--- src/rtl/vlc_decode_pkg.sv ---
// Shared definitions for the VLC run-length decoder: field sizes and FSM encoding.
package vlc_decode_pkg;

  localparam int THIRD_FIELD_SIZE = 4;
  localparam int VLC_DEC_DEPTH    = 4;

  typedef enum logic {
    VLC_DEC_IDLE = 1'b0,
    VLC_DEC_EMIT = 1'b1
  } dec_state_e;

endpackage

--- src/rtl/vlc_token_fifo.sv ---
// Show-ahead token FIFO with registered occupancy, full and empty flags.
module vlc_token_fifo #(
  parameter int WIDTH = 5,
  parameter int DEPTH = 4
) (
  input  logic             clk,
  input  logic             rst,
  input  logic             wr_en,
  input  logic [WIDTH-1:0] wr_data,
  input  logic             rd_en,
  output logic [WIDTH-1:0] rd_data,
  output logic             full,
  output logic             empty
);

  localparam int AW = $clog2(DEPTH);
  localparam logic [AW:0] DEPTH_C = (AW + 1)'(DEPTH);

  logic [WIDTH-1:0] mem [DEPTH];
  logic [AW-1:0]    wr_ptr;
  logic [AW-1:0]    rd_ptr;
  logic [AW:0]      count;
  logic [AW:0]      count_nxt;

  // Writer never pushes when full and reader never pops when empty.
  always_comb begin
    count_nxt = count;
    if (wr_en && !rd_en)      count_nxt = count + 1'b1;
    else if (!wr_en && rd_en) count_nxt = count - 1'b1;
  end

  always_ff @(posedge clk or negedge rst) begin
    if (!rst) begin
      wr_ptr <= '0;
      rd_ptr <= '0;
      count  <= '0;
      full   <= 1'b0;
      empty  <= 1'b1;
    end else begin
      if (wr_en) wr_ptr <= wr_ptr + 1'b1;
      if (rd_en) rd_ptr <= rd_ptr + 1'b1;
      count <= count_nxt;
      full  <= (count_nxt == DEPTH_C);
      empty <= (count_nxt == '0);
    end
  end

  always_ff @(posedge clk) begin
    if (wr_en) mem[wr_ptr] <= wr_data;
  end

  assign rd_data = mem[rd_ptr];

endmodule

--- src/rtl/vlc_decode.sv ---
// Run-length decoder: expands queued {type, count} tokens into a serial bit stream.
// Handshakes: a transfer happens on a rising edge where valid & ready are both 1.
module vlc_decode
  import vlc_decode_pkg::*;
#(
  parameter int CNT_W = THIRD_FIELD_SIZE,
  parameter int DEPTH = VLC_DEC_DEPTH
) (
  input  logic             clk,
  input  logic             rst,
  input  logic             type_of_occurrence,
  input  logic [CNT_W-1:0] data_in,
  input  logic             din_valid,
  output logic             din_ready,
  output logic             data_out,
  output logic             dout_valid,
  input  logic             dout_ready,
  output logic             run_last,
  output logic             err_zero_len,
  output dec_state_e       state_dbg
);

  localparam logic [CNT_W-1:0] ONE = CNT_W'(1);
  localparam logic [CNT_W-1:0] TWO = CNT_W'(2);

  dec_state_e       state;
  logic [CNT_W-1:0] remaining;
  logic [CNT_W:0]   head;
  logic             head_type;
  logic [CNT_W-1:0] head_cnt;
  logic             fifo_full;
  logic             fifo_empty;
  logic             pop;
  logic             ready_en;
  logic             head_seen;

  assign head_type = head[CNT_W];
  assign head_cnt  = head[CNT_W-1:0];
  assign din_ready = ready_en & ~fifo_full;
  assign state_dbg = state;

  vlc_token_fifo #(
    .WIDTH(CNT_W + 1),
    .DEPTH(DEPTH)
  ) u_fifo (
    .clk    (clk),
    .rst    (rst),
    .wr_en  (din_valid & din_ready),
    .wr_data({type_of_occurrence, data_in}),
    .rd_en  (pop),
    .rd_data(head),
    .full   (fifo_full),
    .empty  (fifo_empty)
  );

  // Idle pick-up waits until a token has sat in the FIFO for a cycle (head_seen),
  // giving the two-edge accept-to-output latency; in EMIT the next token is
  // taken on the same edge as the last bit so runs stay contiguous.
  always_comb begin
    pop = 1'b0;
    case (state)
      VLC_DEC_IDLE: pop = head_seen & ~fifo_empty;
      VLC_DEC_EMIT: pop = dout_ready & (remaining == ONE) & ~fifo_empty;
      default:      pop = 1'b0;
    endcase
  end

  always_ff @(posedge clk or negedge rst) begin
    if (!rst) begin
      state        <= VLC_DEC_IDLE;
      remaining    <= '0;
      data_out     <= 1'b0;
      dout_valid   <= 1'b0;
      run_last     <= 1'b0;
      err_zero_len <= 1'b0;
      ready_en     <= 1'b0;
      head_seen    <= 1'b0;
    end else begin
      ready_en     <= 1'b1;
      head_seen    <= ~fifo_empty;
      err_zero_len <= 1'b0;
      case (state)
        VLC_DEC_IDLE: begin
          if (pop) begin
            if (head_cnt != '0) begin
              state      <= VLC_DEC_EMIT;
              data_out   <= head_type;
              remaining  <= head_cnt;
              dout_valid <= 1'b1;
              run_last   <= (head_cnt == ONE);
            end else begin
              err_zero_len <= 1'b1;
            end
          end
        end
        VLC_DEC_EMIT: begin
          if (dout_ready) begin
            if (remaining != ONE) begin
              remaining <= remaining - ONE;
              run_last  <= (remaining == TWO);
            end else if (pop && head_cnt != '0) begin
              data_out  <= head_type;
              remaining <= head_cnt;
              run_last  <= (head_cnt == ONE);
            end else begin
              state        <= VLC_DEC_IDLE;
              data_out     <= 1'b0;
              dout_valid   <= 1'b0;
              run_last     <= 1'b0;
              err_zero_len <= pop;
            end
          end
        end
        default: state <= VLC_DEC_IDLE;
      endcase
    end
  end

endmodule

--- config.mk ---
export PLATFORM = sky130hd
export DESIGN_NAME = vlc_decode
export DESIGN_NICKNAME = d
export VERILOG_FILES = /design/src/rtl/vlc_decode_pkg.sv /design/src/rtl/vlc_token_fifo.sv /design/src/rtl/vlc_decode.sv
export SDC_FILE = /design/constraint.sdc
export NUM_CORES = 1
export LEC_CHECK = 0
export CAP_MARGIN = 20
export CORE_ASPECT_RATIO = 0.8
export CORE_UTILIZATION = 30
export CTS_CLUSTER_DIAMETER = 60
export DETAILED_ROUTE_END_ITERATION = 6
export GPL_TIMING_DRIVEN = 0
export RECOVER_POWER = 100
export SLEW_MARGIN = 40
export SYNTH_ARGS = -nofsm -noshare
export SYNTH_HDL_FRONTEND = slang
export SYNTH_HIERARCHICAL = 1
export SYNTH_SLANG_ARGS = --single-unit
--- constraint.sdc ---
create_clock -name clk -period 5.2 [get_ports clk]
set_clock_uncertainty 0.2 [all_clocks]
set_input_delay 0.78 -clock clk [delete_from_list [all_inputs] [get_ports clk]]
set_output_delay 0.78 -clock clk [all_outputs]
set_load 0.05 [all_outputs]
### Floorplan with the power grid, run 1

Bar = 20 microns. Pins as bars on the die edge.
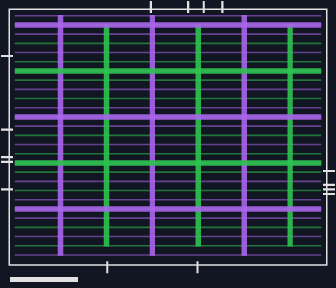
green -> VDD
purple -> VSS
rows = 26
signal pins = 15
VDD IR-drop max: 193 uV
horizontal die dimension: 93.4 microns
die outline height: 75.1 microns

### Placed cells, one color a class, run 1

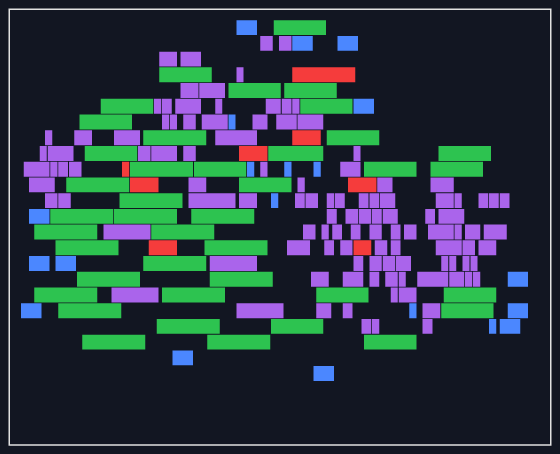
green -> flip-flops  # cells 40
red -> clock drivers and dummy loads  # cells 8
purple -> all other logic  # cells 113
blue -> other buffers and delay cells  # cells 20

==> results.txt, run 1 <==
Implementation numbers.

- The run finished with clean final reports.
- The number of global-route vias before repair is 1258.
- The async set-reset flop share out of synthesis is 0.500.
- Per the timing report, the achievable frequency comes out to 325 MHz.
- The initial antenna violation count came to 0.
- Synthesis produced 159 cells.
- The worst-skew pair later-pin latency is 290 ps.
- Yosys printed 6 warnings.
- The analysis attributes to net switching a power of 0.000425 W.
- Yosys instantiated no cell more often than edfxtp_1.
- Summed over all failing endpoints, the final setup total negative slack is 0 ps.
- The count of buffers added by post-CTS timing repair for setup is 0.
- The proportion of layout cells with a drive suffix above 1 is 0.110.
- Per the finish-stage timing summary, setup violations number 0.
- The slew at the pin closest to its max-slew limit is 1100 ps.
- Dividing the detail-routed via count by the number of cells gives 4.88.
- Yosys reports a chip area of 0.00201 sq mm.
- By startpoint and endpoint, the worst setup path is classified as register to register.
- After synthesis the cells add up to 0.00201 sq mm.
- CTS reports a maximum clock tree buffer depth of 2.
- The worst path in the final design needs a cycle of 3070 ps, including I/O delays and setup.
- The net count after synthesis is 177.
- Traced cell by cell, the critical path runs through clkbuf_1 > mux4_2 > nor4_1 > o21ai_0 > a21boi_0 > mux2_2.
- The post-synthesis adder-cell area fraction is 0.0561.
- The flow measured a signed area growth from synthesis to layout of 16.5%.
- The clock transition time at the flip-flop clock pins of the worst setup and hold paths is 80 ps.
- For this run, the leading register cell type out of synthesis is edfxtp_1.
- The final layout contains 198 nets.
- Per the synthesis report, the XOR/XNOR share of the synthesized area is 0.0218.
- The timing report attributes the biggest portion of critical-path delay to multiplexers.
- The total wire length is 3.45 mm.
- The global placer's final weighted congestion is 0.832.
- Per the timing report, the biggest fanout along the worst path comes to 7.
- At the worst endpoint, the required time is 5170 ps.
- For this run, the register share of the synthesized area comes to 0.550.
- According to the floorplan log, the row count is 26.
- Setup repair after global routing left no endpoint under its margin.
- The number of hold violations in the final report is 0.
- Across all checked pins, the minimum headroom to the slew limit is 0.268.
- The proportion of total power due to net switching is 0.359.
- The multi-input combinational cell area is 827 sq um.
- The setup slack at placement is 2370 ps.
- Warnings raised by the tools during the run amount to 32.
- After synthesis, the most frequently instantiated cells are edfxtp_1 (20), dfrtp_1 (19), ha_1 (9), inv_1 (9).
- The post-synthesis share of cell area spent on and, or, nand and nor gates is 0.163.
- The initial DRC count is 90.
- The longest incremental delay of any stage on the critical path is reported as 650 ps.
- The layout stage reports a final design area of 0.00234 sq mm.
- The DRC violation total left in the routed layout is recorded as 0.
- The mean area per synthesized cell is 12.6 sq um.
- The classification of the worst-slack hold path is register to register.
- The number of sinks on the clock net is 40.
- Yosys stat counts 159 cells in the synthesized netlist.
- 15 I/O pins were placed.
- After detailed placement, the total cell area comes to 0.00225 sq mm.
- STA puts the critical path data arrival time at 3050 ps.
- STA classifies the critical path endpoint as a register.
- Fill cells in the final layout number 617.
- The global-route total usage across every layer is 0.118.
- The total of max-cap violations is 0.
- The total overflow reported by the global router is 0.
- Summed over all instances, the cell type with the most area after synthesis is edfxtp_1.
- The post-synth count of flops with an enable pin is 20.
- After floorplanning, the die was sized to cover 0.00702 sq mm.
- The combinational share of power is 0.393.
- Once detail routing completed, the nets flagged for antenna violations numbered 0.
- Port buffering added 14 buffers.
- The number of buffers created by CTS is 5.
- Of the total power, registers draw 0.396.
- Along the critical path, the tally of buffer and inverter instances is 1.
- The slack of the critical path is 2130 ps.
- The area share of the largest cell type after synthesis is 0.299.
- Per the CTS log, the maximum H-tree level is 2.
- The register bit total from synthesis is 40.
- Per the detail_route log, met2 wirelength is 1.50 mm.
- Gates resized during post-CTS repair numbered 0.
- The cell type of the slowest stage on the worst timing path is mux4_2.
- Wire segments on met3 add up to 228 microns in the final route.
- The antenna cell count is 0.
- The routed layout has 1293 vias.
- TritonCTS built the clock tree.
- The quantity of hold-fixing buffers added after cts is 0.
- The wire length on met1 is 1.72 mm.
- The cell-mix breakdown from Yosys lists the compound-gate area share as 0.0998.
- The element type at the critical path start is a register.
- The total leakage power is 0.898 nW.
- The iteration count recorded for the first detailed-route pass is 4.
- The total area inside the core boundary comes to 0.00641 sq mm.
- For this run the detailed placement stage logged an HPWL of 2.60 mm.
- The detailed router used layers up to and including met3.
- The main combinational cell family by area after synthesis is simple AND/OR/NAND/NOR gates.
- The unique cell type count in the Yosys netlist is 49.
- Per the detail_route report, routed wire per instance is 13.0 microns.
- Entering global routing, the biggest net connects 21 pins.
- The cell area power density is 506 mW/mm^2.
- The cell-internal power is 0.000758 W.
- Max-slew check failures listed in the final report amount to 0.
- The area fraction in mux cells is 0.0717.
- The final clock period utilization by the worst path is 0.591.
- The root buffer selected by CTS is clkbuf_8.
- The main area contributors are edfxtp_1 (30%), dfrtp_1 (24%), ha_1 (5.6%).
- The initial cell density of the core is 0.313.
- Per the layout area report, the register area comes to 0.00110 sq mm.
- The global-route wire length before repair is 6.27 mm.
### Clock wires, drivers and flops, run 1

Bar = 20 microns.
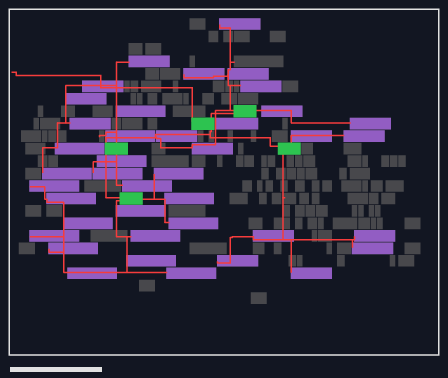
green -> cells driving clock nets  # count 5
purple -> flip-flops  # count 40
red -> clock wires  # length 474 microns
routed clock nets = 6
Clock Power: 0.000249 W
portion of total power attributed to the clock network: 0.211

### Metal layers overlaid, run 1

Bar = 20 microns.
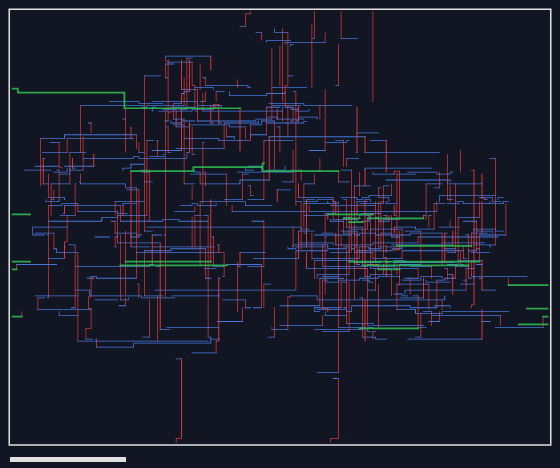
green -> met3  # wire length 229 microns
red -> met2  # wire length 1500 microns
blue -> met1  # wire length 1720 microns

## run 1: area by class of cell
type / instances / area share
multi-input cells: 104 / 0.354
clock buffers: 5 / 0.0295
repair buffers: 14 / 0.0573
clock inverters: 3 / 0.0182
plain buffers: 6 / 0.00964
flip-flops and latches: 40 / 0.472
well taps: 84 / 0.0450
inverters: 9 / 0.0145
## run 1: metrics by stage
step	instances	hold WS, ps	utilization	total power, W
2_1_floorplan	159	284	-	0.000837
3_3_place_gp	257	317	0.351	0.000948
3_5_place_dp	257	324	0.350	0.000956
4_1_cts	265	248	0.368	0.00121
5_1_grt	265	364	0.365	0.00128
6_report	265	324	0.365	0.00118
## run 1: flip-flops by register name (all words and copies together) (netlist names)
register,cells
u_fifo/empty,1
data_out,1
err_zero_len,1
run_last,1
u_fifo/rd_ptr,2
u_fifo/mem,20
dout_valid,1
ready_en,1
state_dbg,1
u_fifo/count,3
u_fifo/wr_ptr,2
remaining,4
u_fifo/full,1
head_seen,1
## run 1: metal layers
layer	vias to the layer above	track usage
li1	630	-
met1	627	0.176
met2	36	0.173
met3	0	0.0333
met4	0	0.0205
met5	-	0
## run 1: cells by family after synthesis
| family | count (synthesis) |
|---|---|
| adder cells (fa/ha/maj) | 9 |
| multiplexers | 8 |
| AND/OR/NAND/NOR | 52 |
| AND-OR/OR-AND | 29 |
| buffers and inverters | 15 |
| XOR/XNOR | 5 |
| flip-flops | 40 |
| other | 1 |
## run 1: power groups by stage
stage / clock (W) / sequential (W) / combinational, W
final: 0.000249 / 0.000469 / 0.000465
after global routing: 0.000271 / 0.000486 / 0.000527
after CTS: 0.000258 / 0.000471 / 0.000479
after detailed placement: 0 / 0.000477 / 0.000479
after global placement: 0 / 0.000475 / 0.000473
after floorplan: 0 / 0.000488 / 0.000349
## run 1: placed cells by master, fill, tap and decap left out, types with 2 or more instances in the layout
| master | n |
|---|---|
| edfxtp_1 | 20 |
| dfrtp_1 | 19 |
| dlygate4sd3_1 | 12 |
| inv_1 | 9 |
| ha_1 | 9 |
| nor2_1 | 8 |
| o21ai_0 | 8 |
| clkbuf_1 | 7 |
| nand2_1 | 7 |
| and2_0 | 5 |
| nand3_1 | 5 |
| nor3_1 | 5 |
| a21oi_1 | 5 |
| clkbuf_8 | 5 |
| mux4_2 | 5 |
| a31oi_1 | 4 |
| nor4_1 | 3 |
| and2_1 | 3 |
| xnor2_1 | 3 |
| nor2b_1 | 2 |
| a21boi_0 | 2 |
| mux2i_1 | 2 |
| nand3b_1 | 2 |
| xor2_1 | 2 |
## run 1: final timing paths
check,end,cells after the start,start,slack [ps]
worst max-delay path,remaining[1],6,u_fifo/rd_ptr[0],2130
worst min-delay path,u_fifo/wr_ptr[0],1,u_fifo/wr_ptr[0],320
worst max register to register,remaining[1],6,u_fifo/rd_ptr[0],2130
worst min register to register,u_fifo/wr_ptr[0],1,u_fifo/wr_ptr[0],320
max in group asynchronous,u_fifo/count[1],1,rst,3660
min in group asynchronous,state_dbg,1,rst,480
### Clock wiring as the flow saved it, run 1

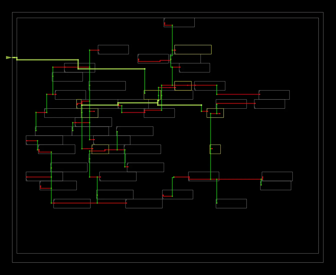

## Run 2: what changed since run 1
==> constraint.sdc (replaced) <==
create_clock -name clk -period 2.48 [get_ports clk]
set_clock_uncertainty 0.2 [all_clocks]
set_input_delay 0.372 -clock clk [delete_from_list [all_inputs] [get_ports clk]]
set_output_delay 0.372 -clock clk [all_outputs]
set_load 0.05 [all_outputs]
### Clock wiring as the flow saved it, run 2

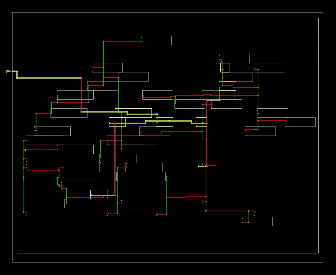
Clock Power: 0.000554 W
clock latency on the worst-skew pair: 300 ps

### Placed cells, one color a class, run 2

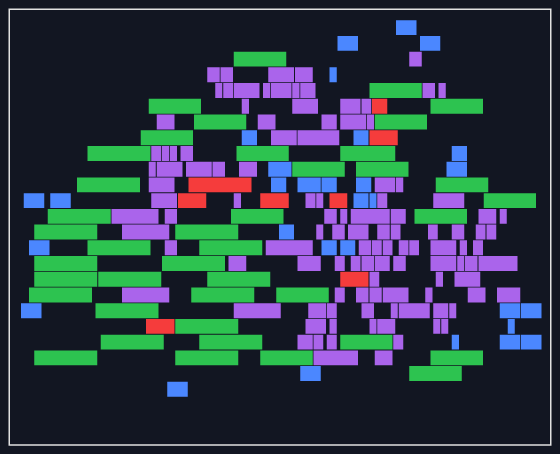
purple -> all other logic  # cells 113
green -> flip-flops  # cells 40
red -> clock drivers and dummy loads  # cells 8
blue -> other buffers and delay cells  # cells 30

==> run 2 against run 1 <==
Against the previous run:
- the flow now finishes with violations (negative setup slack)
- via count up 3.4%
- sequential cell count unchanged
- first-iteration DRC count decreased by 32%
- fmax grew 19%
- combinational power is 140% higher
- routed wire length is 15% higher
- sequential power increased by 120%
- non-clock buffer count rose by 10
- area after synthesis stayed put
- core utilization grew 2.4 points
- critical path type unchanged
- largest power group is now combinational cells
==> results.txt, run 2 <==
Implementation numbers.

- The number of standard cells reported by yosys is 159 (unchanged).
- The register with the most flip-flops is u_fifo/mem.
- The required time of the critical path was 2470 ps (-2700 ps).
- The combinational share of power is 0.418 (+0.025).
- The placed instance count is 257 (unchanged).
- The launch instance of the worst register-to-register path is u_fifo/rd_ptr[0].
- The count of buffers from port buffering is 14 (unchanged).
- The post-synthesis cell count came to 159 (unchanged).
- The total half-perimeter wirelength after legalization and detailed placement came to 2.66 mm (+2.1%).
- The net count after synthesis is 177 (unchanged).
- The remaining design rule violation count came to 0 (unchanged).
- The run finished, with violations left.
- The final clock period utilization by the worst path is 1.04 (+0.449).
- The number of buffers created by CTS came to 5 (unchanged).
- The critical path capture point is remaining[1].
- The most crowded layer after global routing is met2.
- The cell area power density is 1080 mW/mm^2 (+110%).
- The initial DRC count is 61 (-32%).
- The worst vdd rail ir drop is 389 uV (+100%).
- The sequential group share of total power came to 0.376 (-0.020).
- The proportion of total power due to net switching is 0.367 (+0.00765).
- The worst max-slew margin expressed relative to the limit is 0.242 (-0.0255).
- The cell-internal power is 0.00170 W (+120%).
- The final period demand of the worst path is 2580 ps (-493 ps).
- STA classifies the critical path endpoint as a register.
- The mean area per synthesized cell is 12.6 sq um (unchanged).
- The register share after synthesis was 0.550 (unchanged).
- The met2 track utilization from global routing is 0.203 (+0.0294).
- Tracing the worst setup path back leads to its startpoint at u_fifo/rd_ptr[0].
- The global placer's final weighted congestion is 0.789 (-5.1%).
- The number of sinks on the clock net came to 40 (unchanged).
- The area share of the largest cell type after synthesis is 0.299 (unchanged).
- The top cell type in the final layout, fill and taps aside, is edfxtp_1.
- The largest driver fanout on the critical path is 6 (-1).
- The register bit total from synthesis is 40 (unchanged).
- The number of max-slew violations in the final report was 0 (unchanged).
- The count of H-tree levels built during CTS is 2 (unchanged).
- The end of the worst register-to-register path is remaining[1].
- The slack of the critical path is -101 ps (-2230 ps).
- The clock group share of total power is 0.206 (-0.005).
- The total overflow reported by the global router is 0 (unchanged).
- The maximum number of pins on one net before global-route repair is 21 (unchanged).
- The arrival time at the worst endpoint is 2570 ps (-480 ps).
- In this run the clock root is driven by a clkbuf_8.
- The routed wirelength normalized by instance count is 14.4 microns (+11%).
- The async set-reset flop share out of synthesis was 0.500 (unchanged).
- The count of library flops with an enable pin came to 20 (unchanged).
- The setup slack at placement was -255 ps (-2620 ps).
- The global-route track usage on met3 is 0.0384 (+0.00505).
- The checks that failed: negative setup slack.
- The count of warning messages emitted by the tools came to 34 (+6.3%).
- The timing-limited maximum frequency is 387 MHz (+19%).
- The unique cell type count in the Yosys netlist is 49 (unchanged).
- The count of fill cells added during filler insertion was 615 (-0.32%).
- The min-delay analysis places its worst path in the category register to register.
- The worst hold path cell count came to 2 (+1).
- The TritonCTS clock tree is yes.
- The synthesis-to-finish area growth is 24.0%.
- The standard cell area after detailed placement is 0.00225 sq mm (+0.28%).
- The worst-case reg-to-reg path depth is 6 (unchanged).
- The clock transition time at the flip-flop clock pins of the worst setup and hold paths is 90 ps (about the same).
- The setup violation total in the final timing report came to 4 (+4).
- In the layout the commonest cells are edfxtp_1 (20), dfrtp_1 (19), dlygate4sd3_1 (10), buf_4 (10).
- The number of flip-flops under the largest register name was 20 (unchanged).
- The total of max-cap violations is 0 (unchanged).
- The global-route wire length before repair is 6.49 mm (+3.4%).
- The total of warnings raised by yosys is 6 (unchanged).
- The number of hold violations in the final report came to 0 (unchanged).
- By count the netlist is led by edfxtp_1 (20), dfrtp_1 (19), ha_1 (9), inv_1 (9).
- The number of global-route vias before repair is 1321 (+5.0%).
- The registers reported with the highest flop counts are u_fifo/mem (20), remaining (4), u_fifo/count (3).
- The slack of the worst reg-to-reg path is -100 ps (-2230 ps).
- The row count is 26 (unchanged).
- The global routing usage on met1 was 0.163 (-0.0131).
- Setup repair after global routing could not meet its margin everywhere.
- The post-layout instance count excluding filler cells was 275 (+3.8%).
- The net switching power figure came to 0.000988 W (+130%).
- In the synthesized netlist the dominant register cell turns out to be edfxtp_1.
- The design area is 0.00249 sq mm (+6.5%).
## run 2: cell counts after synthesis
No cell type changed its count.
## run 2: power groups by stage
stage | Combinational (W) | Sequential (W) | Clock (W)
final | 0.00112 | 0.00101 | 0.000554
after global routing | 0.00124 | 0.00104 | 0.000597
after CTS | 0.00111 | 0.000993 | 0.000571
after detailed placement | 0.00101 | 0.00100 | 0
after global placement | 0.00100 | 0.000999 | 0
after floorplan | 0.000742 | 0.00103 | 0
## run 2: metal layers
| layer | vias to the layer above | wire (microns) | part of all wire |
|---|---|---|---|
| met5 | - | 0 | 0 |
| met4 | 0 | 51 | 0.013 |
| met3 | 7 | 167 | 0.042 |
| met2 | 23 | 1830 | 0.46 |
| met1 | 657 | 1920 | 0.48 |
| li1 | 650 | - | - |
## run 2: worst min-delay path by stage
stage / end / startpoint
6_report: run_last / run_last
5_1_grt: run_last / run_last
4_1_cts: run_last / run_last
3_5_place_dp: dout_valid / rst
3_3_place_gp: u_fifo/wr_ptr[0] / u_fifo/wr_ptr[0]
2_1_floorplan: data_out / rst
## run 2: what timing repair did
| item | in CTS | in global routing |
|---|---|---|
| setup endpoints to repair | 7 | 8 |
| pin swaps | 4 | 1 |
| hold buffers | 1 | 0 |
| resized | 6 | 2 |
| buffers inserted | 9 | 1 |
| endpoints found under the hold margin | 19 | 0 |
## run 2: area by class of cell
type,count,area (sq um),area share
Clock inverter,3,46.3,0.0186
Clock buffer,5,68.8,0.0277
Inverter,9,33.8,0.0136
Buffer,5,33.8,0.0136
Timing Repair Buffer,25,219,0.0880
Tap cell,84,105,0.0423
Sequential cell,40,1100,0.443
Multi-Input combinational cell,104,878,0.353
## run 2: metrics by stage
step / hold slack, ps / util
finish: 325 / 0.388
global route: 358 / 0.388
CTS: 335 / 0.387
detailed placement: 159 / 0.351
global placement: 327 / 0.352
floorplan: -124 / -
## run 2: cell families (layout without fill, tap and decap cells)
| kind of cell | Yosys count | after routing | synth area share |
|---|---|---|---|
| and+or+nand+nor | 52 | 52 | 0.163 |
| AOI/OAI and AO/OA | 29 | 29 | 0.0998 |
| buffers and inverters | 15 | 47 | 0.0362 |
| xor gates and xnor gates | 5 | 5 | 0.0218 |
| other | 1 | 1 | 0.00187 |
| adders and majority gates | 9 | 9 | 0.0561 |
| muxes | 8 | 8 | 0.0717 |
| DFF | 40 | 40 | 0.550 |
## run 2: worst max-delay path, stage by stage (launching register included)
cell	delay [ps]
dfrtp_1	360
buf_6	140
mux4_2	560
or4_4	600
nand3_2	90
a21boi_4	200
mux2_4	310
### Metal layers overlaid, run 2

Bar = 20 microns.
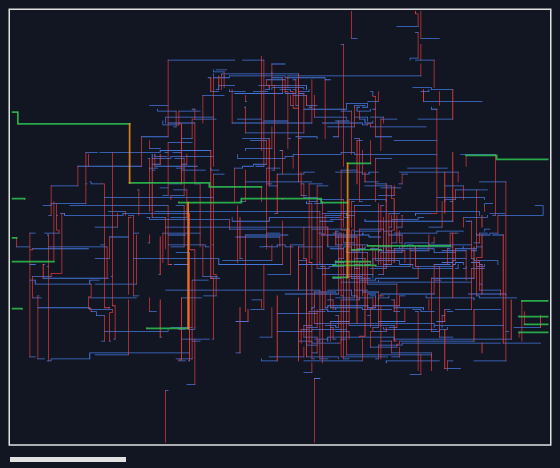

## Run 3: what changed since run 2
--- a/config.mk
+++ b/config.mk
@@ -12,7 +12,7 @@
 export DETAILED_ROUTE_END_ITERATION = 6
 export GPL_TIMING_DRIVEN = 0
 export RECOVER_POWER = 100
-export SLEW_MARGIN = 40
+export SLEW_MARGIN = 5
 export SYNTH_ARGS = -nofsm -noshare
 export SYNTH_HDL_FRONTEND = slang
 export SYNTH_HIERARCHICAL = 1
### Metal layers overlaid, run 3

Bar = 20 microns.
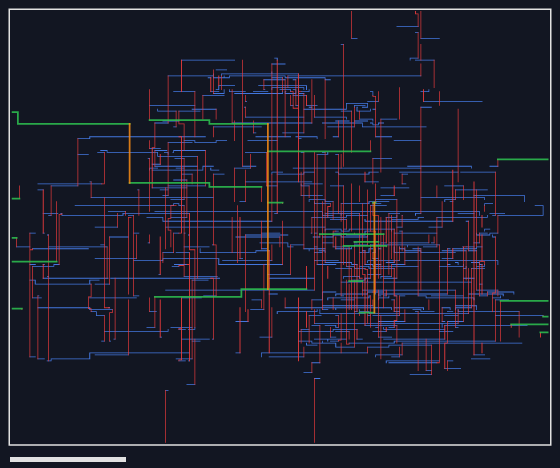
orange -> met4  # wire length 57.8 microns
red -> met2  # wire length 1760 microns
green -> met3  # wire length 178 microns
blue -> met1  # wire length 1930 microns
Tot GR Track Use: 0.129
routed vias: 1322
DRT Wirelength: 3.93 mm
wire length per cell after detailed routing: 14.3 microns

==> run 3 against run 2 <==
Against the previous run:
- the flow still finishes with violations (negative setup slack)
- largest power group unchanged
- combinational power about the same
- sequential power is essentially flat
- area after synthesis stayed put
- final area grew 0.15%
- fmax decreased by 0.45%
==> results.txt, run 3 <==
Implementation numbers.

- Setup repair after global routing could not meet its margin everywhere.
- The total overflow reported by the global router is 0 (unchanged).
- STA lists the endpoint of the worst register-to-register path as remaining[1].
- The dominant register cell in the synthesized netlist is edfxtp_1.
- In this run the critical path is formed by buf_6 > mux4_2 > or4_4 > nand3_4 > a21boi_4 > mux2_4.
- The initial DRC count came to 58 (-4.9%).
- The flow ran to the end, but the final reports show violations.
- The number of detailed-routing iterations run before antenna repair is 4.
- The global placer's final weighted congestion came to 0.789 (unchanged).
- The longest individual stage delay on the worst path is 600 ps (about the same).
- The slack of the critical path was -112 ps (-11.7 ps).
- The count of library flops with an enable pin is 20 (unchanged).
- The utilization of the core after routing is 0.389 (+0.000585).
- The synthesis-to-finish area growth is 24.2%.
- The required time of the critical path is 2470 ps (about the same).
- The largest registers in the layout are u_fifo/mem (20), remaining (4), u_fifo/count (3).
- The detail route stage leaves a number of antenna-violating nets equal to 0.
- The total of warnings raised by yosys was 6 (unchanged).
- The arrival time at the worst endpoint is 2580 ps (about the same).
- The worst-case reg-to-reg path depth is 6 (unchanged).
- The slack of the worst reg-to-reg path is -110 ps (about the same).
- The register share after synthesis was 0.550 (unchanged).
- The total of max-cap violations is 0 (unchanged).
- The final net count is 207.
- In the layout the commonest cells are edfxtp_1 (20), dfrtp_1 (19), dlygate4sd3_1 (10).
- The combined area of all synthesized cells is 0.00201 sq mm.
- The design area is 0.00249 sq mm (+0.15%).
- The number of max-slew violations in the final report is 0 (unchanged).
- The antenna cell count is 0.
- The chip area line in the Yosys stat output reads 0.00201 sq mm.
- The final period demand of the worst path was 2590 ps (+11.7 ps).
- The initial antenna violation count is 0.
- The cell type of the slowest stage on the worst timing path is or4_4.
- The row count is 26 (unchanged).
- The number of buffers created by CTS was 5 (unchanged).
- The post-route worst hold slack came to 181 ps (-144 ps).
- The setup violation total in the final timing report is 4 (unchanged).
- The worst setup path is launched from a register.
- Per the OpenROAD power report, leakage power amounts to 0.979 nW.
- The main area contributors are edfxtp_1 (30%), dfrtp_1 (24%), ha_1 (5.6%).
- The number of flip-flops under the largest register name came to 20 (unchanged).
- The count of fill cells added during filler insertion came to 614 (-0.16%).
- u_fifo/mem holds more flip-flops than any other register.
- The unique cell type count in the Yosys netlist came to 49 (unchanged).
- The clock transition time at the flip-flop clock pins of the worst setup and hold paths is 80 ps (about the same).
- The initial cell density of the core is 0.313.
- The net count after synthesis is 177 (unchanged).
- The worst-skew pair later-pin latency is 300 ps (about the same).
- The standard cell area after detailed placement is 0.00226 sq mm (+0.22%).
- The maximum root-to-sink buffer count is 2.
- The complex-gate fraction of the synthesized area is 0.0998 (unchanged).
- The kind of capture point of the worst setup path is a register.
- The biggest area contributor in the post-synthesis netlist is edfxtp_1.
- The core region is 0.00641 sq mm.
- The TritonCTS clock tree is yes.
- The worst max-slew margin expressed relative to the limit is 0.427 (+0.184).
- The number of standard cells reported by yosys was 159 (unchanged).
- The mean area per synthesized cell is 12.6 sq um (unchanged).
- The classification of the worst-slack hold path is input port to async pin.
- The timing report attributes the biggest portion of critical-path delay to multiplexers.
- The vertical die size is 75.1 microns.
- Yosys reports that the most numerous cell types are edfxtp_1 (20), dfrtp_1 (19), ha_1 (9), inv_1 (9).
- The number of hold violations in the final report was 0 (unchanged).
- The count of buffers from port buffering is 14 (unchanged).
- The quantity of hold-fixing buffers added after cts is 0 (-1).
- Looking at the reg2reg group, the worst path starts from u_fifo/rd_ptr[0].
- The total half-perimeter wirelength after legalization and detailed placement was 2.67 mm (+0.43%).
- According to the floorplan report, the die width is 93.4 microns.
- The async set-reset flop share out of synthesis is 0.500 (unchanged).
- The cell area power density came to 1080 mW/mm^2 (-0.49%).
- The post-synthesis cell type with the largest instance count is edfxtp_1.
- The post-synthesis adder-cell area fraction came to 0.0561 (unchanged).
- The critical setup path kind is register to register.
- The number of global-route vias before repair is 1320 (-0.076%).
- The worst vdd rail ir drop is 342 uV (-12%).
- The proportion of layout cells with a drive suffix above 1 is 0.195.
- The floorplan report gives the top-level pin count as 15.
- The register bit total from synthesis is 40 (unchanged).
- The largest driver fanout on the critical path is 6 (unchanged).
- The multi-input combinational cell area is 886 sq um (+0.85%).
- The register area is 0.00110 sq mm (unchanged).
- Counting only logic cells after layout, the most numerous master is edfxtp_1.
- The global-route wire length before repair was 6.60 mm (+1.7%).
- The share of the synthesized netlist area taken by xor and xnor gates was 0.0218 (unchanged).
- The post-synthesis share of cell area spent on and, or, nand and nor gates is 0.163 (unchanged).
- The remaining design rule violation count is 0 (unchanged).
- The die footprint is 0.00702 sq mm.
- The maximum number of pins on one net before global-route repair was 21 (unchanged).
- The post-synthesis cell count is 159 (unchanged).
- The timing-limited maximum frequency was 386 MHz (-0.45%).
- The area share of the largest cell type after synthesis was 0.299 (unchanged).
- The area fraction in mux cells came to 0.0717 (unchanged).
- The count of warning messages emitted by the tools was 34 (unchanged).
- The combined buffer and inverter count along the critical path was 1 (unchanged).
- The count of H-tree levels built during CTS came to 2 (unchanged).
- The root buffer selected by CTS is clkbuf_8.
- The ratio of routed vias to standard cells is 4.82.
- Total power for the finished layout comes to 0.00268 W.
- The transition time recorded at the tightest slew-check pin is 860 ps.
- The final reports fail on negative setup slack.
- The main combinational cell family by area after synthesis is simple AND/OR/NAND/NOR gates.
- The final clock period utilization by the worst path is 1.05 (+0.00470).
### Clock wiring as the flow saved it, run 3

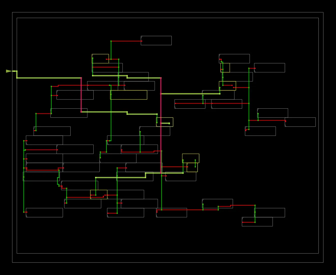
Sinks on Clock Net: 40
Clock Power: 0.000548 W
clock buffer count: 5

[run 3: worst max path at each step]
stage / endpoint / from / slack [ps] / cells after the start
6_report: remaining[1] / u_fifo/rd_ptr[0] / -110 / 6
5_1_grt: remaining[1] / u_fifo/rd_ptr[0] / -200 / 6
4_1_cts: remaining[1] / u_fifo/rd_ptr[0] / -110 / 6
3_5_place_dp: remaining[1] / u_fifo/rd_ptr[0] / -200 / 6
3_3_place_gp: remaining[1] / u_fifo/rd_ptr[0] / -240 / 6
2_1_floorplan: remaining[1] / u_fifo/rd_ptr[0] / 0.7 / 6
[run 3: worst reg2reg max path: stages, from the launching register on]
cell and delay, ps:
dfrtp_1 360, buf_6 140, mux4_2 590, or4_4 600, nand3_4 80, a21boi_4 200
mux2_4 310
[run 3: layout make-up]
cell class | count | area share
plain buffers | 5 | 0.0136
clock inverters | 3 | 0.0186
flip-flops and latches | 40 | 0.442
well taps | 84 | 0.0422
clock buffers | 5 | 0.0276
multi-input cells | 104 | 0.356
repair buffers | 24 | 0.0864
inverters | 9 | 0.0136
[run 3: timing repair]
action | CTS | global route
setup buffers | 8 | 3
pin swaps | 5 | 1
resized | 6 | 5
endpoints found under the setup margin | 6 | 8
hold endpoints to repair | 0 | 0
[run 3: kinds of logic (layout without fill, tap and decap cells)]
| kind of cell | Yosys count | in the layout |
|---|---|---|
| and+or+nand+nor | 52 | 52 |
| muxes | 8 | 8 |
| AOI/OAI and AO/OA | 29 | 29 |
| other | 1 | 1 |
| xor gates and xnor gates | 5 | 5 |
| DFF | 40 | 40 |
| adders and majority gates | 9 | 9 |
| buffers and inverters | 15 | 46 |
[run 3: power by group]
group | leakage, nW | switching [W] | internal (W)
Clock | 0.0548 | 0.000245 | 0.000303
Sequential | 0.419 | 0.000147 | 0.000865
Combinational | 0.505 | 0.000587 | 0.000534
[run 3: metal layers]
metal | GRT usage | up-vias | part of all wire
met1 | 0.168 | 641 | 0.49
li1 | - | 647 | -
met4 | 0.0427 | 0 | 0.015
met5 | 0 | - | 0
met3 | 0.0495 | 8 | 0.045
met2 | 0.200 | 26 | 0.45
[run 3: through the flow]
stage               instances  setup slack (ps)  setup TNS [ps]
global route              274              -200            -711
global placement          257              -235            -577
detailed placement        257              -203            -477
finish                    274              -112            -230
CTS                       273              -108            -295
floorplan                 159             0.697               0
Power and IR drop assume default switching activity.
